`config.mk`:
```
export PLATFORM = sky130hd
export DESIGN_NAME = seq_stage_controller
export DESIGN_NICKNAME = d
export VERILOG_FILES = /design/src/rtl/seq_stage_controller.sv
export SDC_FILE = /design/constraint.sdc
export NUM_CORES = 1
export LEC_CHECK = 0
export CORE_UTILIZATION = 32
export CTS_CLUSTER_SIZE = 12
export DETAILED_ROUTE_END_ITERATION = 7
export PLACE_DENSITY = 0.54
export SYNTH_ARGS = -nofsm -noshare
export SYNTH_HDL_FRONTEND = slang
export SYNTH_SLANG_ARGS = --single-unit
```
`constraint.sdc`:
```
create_clock -name clk -period 3.7 [get_ports clk]
set_input_delay 0.37 -clock clk [delete_from_list [all_inputs] [get_ports clk]]
set_output_delay 0.37 -clock clk [all_outputs]
set_load 0.01 [all_outputs]
```
`src/rtl/seq_stage_controller.sv`:
```
// seq_stage_controller: six-stage sequencer for the SEQ Y86-64 datapath.
// Runs one instruction at a time through FETCH..PCUPD, owns the architectural PC
// and tracks processor status, stopping on any non-AOK condition.
// Optional feature: define PC_PERF_EN to add instr_retired/cycle_count counters.

module seq_stage_controller #(
   parameter int unsigned       PC_W         = 64,
   parameter logic [PC_W-1:0]   RESET_PC     = '0,
   parameter int unsigned       MEM_WAIT_MAX = 15
) (
   input  logic            clk,
   input  logic            rst,
   input  logic            run,
   input  logic [3:0]      icode,
   input  logic            instr_valid,
   input  logic            imem_error,
   input  logic            cnd,
   input  logic [PC_W-1:0] valC,
   input  logic [PC_W-1:0] valP,
   input  logic [PC_W-1:0] valM,
   input  logic            mem_done,
   input  logic            dmem_error,
   output logic [PC_W-1:0] pc,
   output logic            fetch_en,
   output logic            decode_en,
   output logic            exec_en,
   output logic            mem_en,
   output logic            wb_en,
   output logic            pc_en,
   output logic [2:0]      stat,
   output logic            halted
`ifdef PC_PERF_EN
   ,
   output logic [31:0]     instr_retired,
   output logic [31:0]     cycle_count
`endif
);

   localparam int unsigned WaitW = (MEM_WAIT_MAX < 2) ? 1 : $clog2(MEM_WAIT_MAX + 1);
   localparam logic [WaitW-1:0] WaitMax = WaitW'(MEM_WAIT_MAX);

   localparam logic [2:0] StatAok = 3'd1;
   localparam logic [2:0] StatHlt = 3'd2;
   localparam logic [2:0] StatAdr = 3'd3;
   localparam logic [2:0] StatIns = 3'd4;

   typedef enum logic [2:0] {
      StIdle, StFetch, StDecode, StExecute, StMemory, StWriteback, StPcupd, StHalt
   } state_e;

   state_e            state_q, state_d;
   logic [PC_W-1:0]   pc_q, pc_d;
   logic [2:0]        stat_q, stat_d;
   logic [3:0]        icode_q, icode_d;
   logic [PC_W-1:0]   valc_q, valc_d;
   logic [PC_W-1:0]   valp_q, valp_d;
   logic [PC_W-1:0]   valm_q, valm_d;
   logic              cnd_q, cnd_d;
   logic [WaitW-1:0]  wait_q, wait_d;
   logic [5:0]        strobe_q, strobe_d;  // {pc, wb, mem, exec, decode, fetch}

   logic              is_mem;
   logic [WaitW-1:0]  wait_inc;
   logic [PC_W-1:0]   next_pc;

   assign is_mem   = (icode_q inside {4'h4, 4'h5, 4'h8, 4'h9, 4'hA, 4'hB});
   assign wait_inc = wait_q + 1'b1;
   // Next PC is formed only from copies latched during this instruction.
   assign next_pc  = (icode_q == 4'h7) ? (cnd_q ? valc_q : valp_q) :
                     (icode_q == 4'h8) ? valc_q :
                     (icode_q == 4'h9) ? valm_q : valp_q;

   // State register; reset overrides everything, including a pending memory wait.
   always_ff @(posedge clk) begin
      if (rst) begin
         state_q <= StIdle;
      end else begin
         state_q <= state_d;
      end
   end

   // Datapath latches, PC, status, wait counter and registered stage strobes.
   always_ff @(posedge clk) begin
      if (rst) begin
         pc_q     <= RESET_PC;
         stat_q   <= StatAok;
         icode_q  <= '0;
         valc_q   <= '0;
         valp_q   <= '0;
         valm_q   <= '0;
         cnd_q    <= 1'b0;
         wait_q   <= '0;
         strobe_q <= '0;
      end else begin
         pc_q     <= pc_d;
         stat_q   <= stat_d;
         icode_q  <= icode_d;
         valc_q   <= valc_d;
         valp_q   <= valp_d;
         valm_q   <= valm_d;
         cnd_q    <= cnd_d;
         wait_q   <= wait_d;
         strobe_q <= strobe_d;
      end
   end

   // Next-state, latch enables and strobes decoded from the next state.
   always_comb begin
      state_d = state_q;
      pc_d    = pc_q;
      stat_d  = stat_q;
      icode_d = icode_q;
      valc_d  = valc_q;
      valp_d  = valp_q;
      valm_d  = valm_q;
      cnd_d   = cnd_q;
      wait_d  = wait_q;
      unique case (state_q)
         StIdle: begin
            if (run) state_d = StFetch;
         end
         StFetch: begin
            icode_d = icode;
            valc_d  = valC;
            valp_d  = valP;
            if (imem_error) begin
               stat_d  = StatAdr;
               state_d = StHalt;
            end else if (!instr_valid) begin
               stat_d  = StatIns;
               state_d = StHalt;
            end else if (icode == 4'h0) begin
               stat_d  = StatHlt;
               state_d = StHalt;
            end else begin
               state_d = StDecode;
            end
         end
         StDecode: state_d = StExecute;
         StExecute: begin
            cnd_d   = cnd;
            wait_d  = '0;
            state_d = StMemory;
         end
         StMemory: begin
            if (!is_mem) begin
               state_d = StWriteback;
            end else if (mem_done) begin
               valm_d = valM;
               if (dmem_error) begin
                  stat_d  = StatAdr;
                  state_d = StHalt;
               end else begin
                  state_d = StWriteback;
               end
            end else if (wait_inc == WaitMax) begin
               // Memory never answered: treat as an address fault.
               stat_d  = StatAdr;
               state_d = StHalt;
            end else begin
               wait_d = wait_inc;
            end
         end
         StWriteback: state_d = StPcupd;
         StPcupd: begin
            pc_d    = next_pc;
            state_d = run ? StFetch : StIdle;
         end
         StHalt: state_d = StHalt;
      endcase

      strobe_d = '0;
      unique case (state_d)
         StFetch:     strobe_d[0] = 1'b1;
         StDecode:    strobe_d[1] = 1'b1;
         StExecute:   strobe_d[2] = 1'b1;
         StMemory:    strobe_d[3] = 1'b1;
         StWriteback: strobe_d[4] = 1'b1;
         StPcupd:     strobe_d[5] = 1'b1;
         default:     strobe_d    = '0;
      endcase
   end

   assign pc        = pc_q;
   assign stat      = stat_q;
   assign halted    = (stat_q != StatAok);
   assign fetch_en  = strobe_q[0];
   assign decode_en = strobe_q[1];
   assign exec_en   = strobe_q[2];
   assign mem_en    = strobe_q[3];
   assign wb_en     = strobe_q[4];
   assign pc_en     = strobe_q[5];

`ifdef PC_PERF_EN
   logic [31:0] retired_q, cycles_q;

   // Performance counters; both freeze once the processor has stopped.
   always_ff @(posedge clk) begin
      if (rst) begin
         retired_q <= '0;
         cycles_q  <= '0;
      end else begin
         if (state_q == StPcupd) retired_q <= retired_q + 32'd1;
         if (state_q != StIdle && state_q != StHalt) cycles_q <= cycles_q + 32'd1;
      end
   end

   assign instr_retired = retired_q;
   assign cycle_count   = cycles_q;
`endif

endmodule

```
### Routed clock nets over the placement

Scale: 2 px per um.
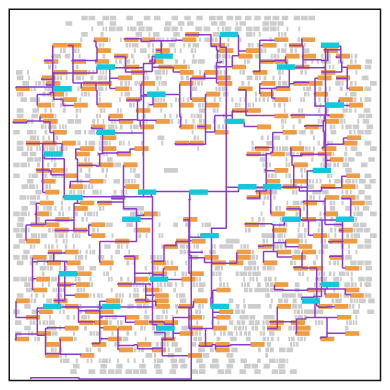
- purple: clock wires (length 3620 um)
- orange: flip-flops (count 277)
- cyan: cells driving clock nets (count 29)
- routed clock nets: 30

### Sequential cells colored by netlist name

Scale: 1.5 px per um. Other sequential cells in the stronger gray, the rest of the logic in the fainter gray.
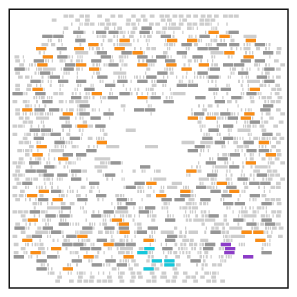
- orange: `valc_q` (flops 64; where all over the die)
- purple: `icode_q` (flops 4; where south-east)
- cyan: `strobe_q` (flops 6; where south)

### The metal 3 layer

Scale: 1.5 px per um. Cells faint in the background.
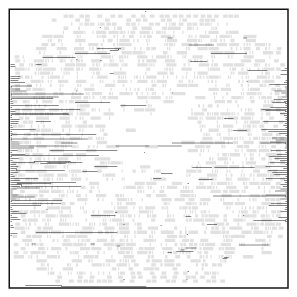
- main direction: horizontal
- nets with wire on the layer: 178
- wire length on this layer: 2200 um
- longest straight run: 58.0 um
- share of all routed wire: 6.6%
WL final: 33300 um
met3 Use GR: 0.0452
vias: 10066

### Routing congestion map

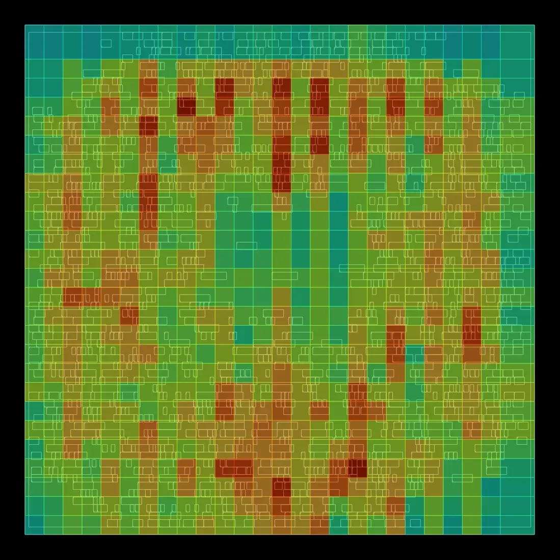
gr busiest metal: met2
M2 GR Usage: 0.314
met1 Use GR: 0.248
Total Routing Usage GR: 0.191
final core occ: 0.449

### Routed metal, one color a layer

Scale: 1.5 px per um.
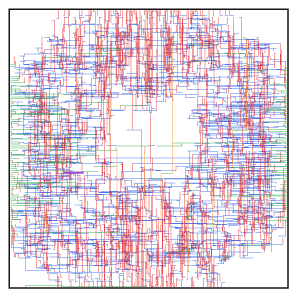
- purple: met5 (wire length 12.0 um)
- red: met2 (wire length 15300 um)
- blue: met1 (wire length 15100 um)
- green: met3 (wire length 2200 um)
- orange: met4 (wire length 762 um)
wire per inst: 16.1 um

==> ci_impl_report.md <==
## Synthesis and layout report

| Metric | Value |
|---|---|
| Buffers excl. clock | 291 |
| Flops | 277 |
| Final setup viols | 0 |
| Yosys cell types | 42 |
| Antenna violations before repair | 4 |
| Power Clock | 2.81 mW |
| Comb pwr share | 0.179 |
| CTS Buf Count | 29 |
| First-pass GRT wire length | 52400 um |
| Crit path launch | state_q[2]$_SDFF_PP0_ |
| Comb_multi_in | 1005 |
| Sequential share of cell area | 0.378 |
| Number of enable flip-flop cells | 0 |
| Yosys simple share | 0.238 |
| Taps Inserted | 442 |
| Top class by area | registers |
| Die Ht | 185 um |
| Worst slack, placed | 1.27 ns |
| Slew margin rel. | 0.281 |
| Layout clock area frac | 0.0616 |
| Floorplan Nets | 1600 |
| HP Start | valP[15] |
| Mapped Cells | 1394 |
| WP buf/inv | 1 |
| Top cells, area | dfxtp_1, nand2_1, a21oi_1, o221ai_1, nor2_1 |
| Mux area share | 0.00105 |
| CP startpoint kind | flop |
| DRC | 0 |
| Setup TNS Final | 0 ns |
| Count leader, synth | nand2_1 |
| Worst-Margin Slew | 1.08 ns |
| Run status | finished, final reports clean |
| Comb area share | 0.320 |
| Maximum clock insertion buffer count | 3 |
| Worst-path maximum fanout | 34 |
| Yosys chip area | 10700 sq um |
| CTS root buf | clkbuf_16 |
Power is estimated from default activity; no workload was simulated.
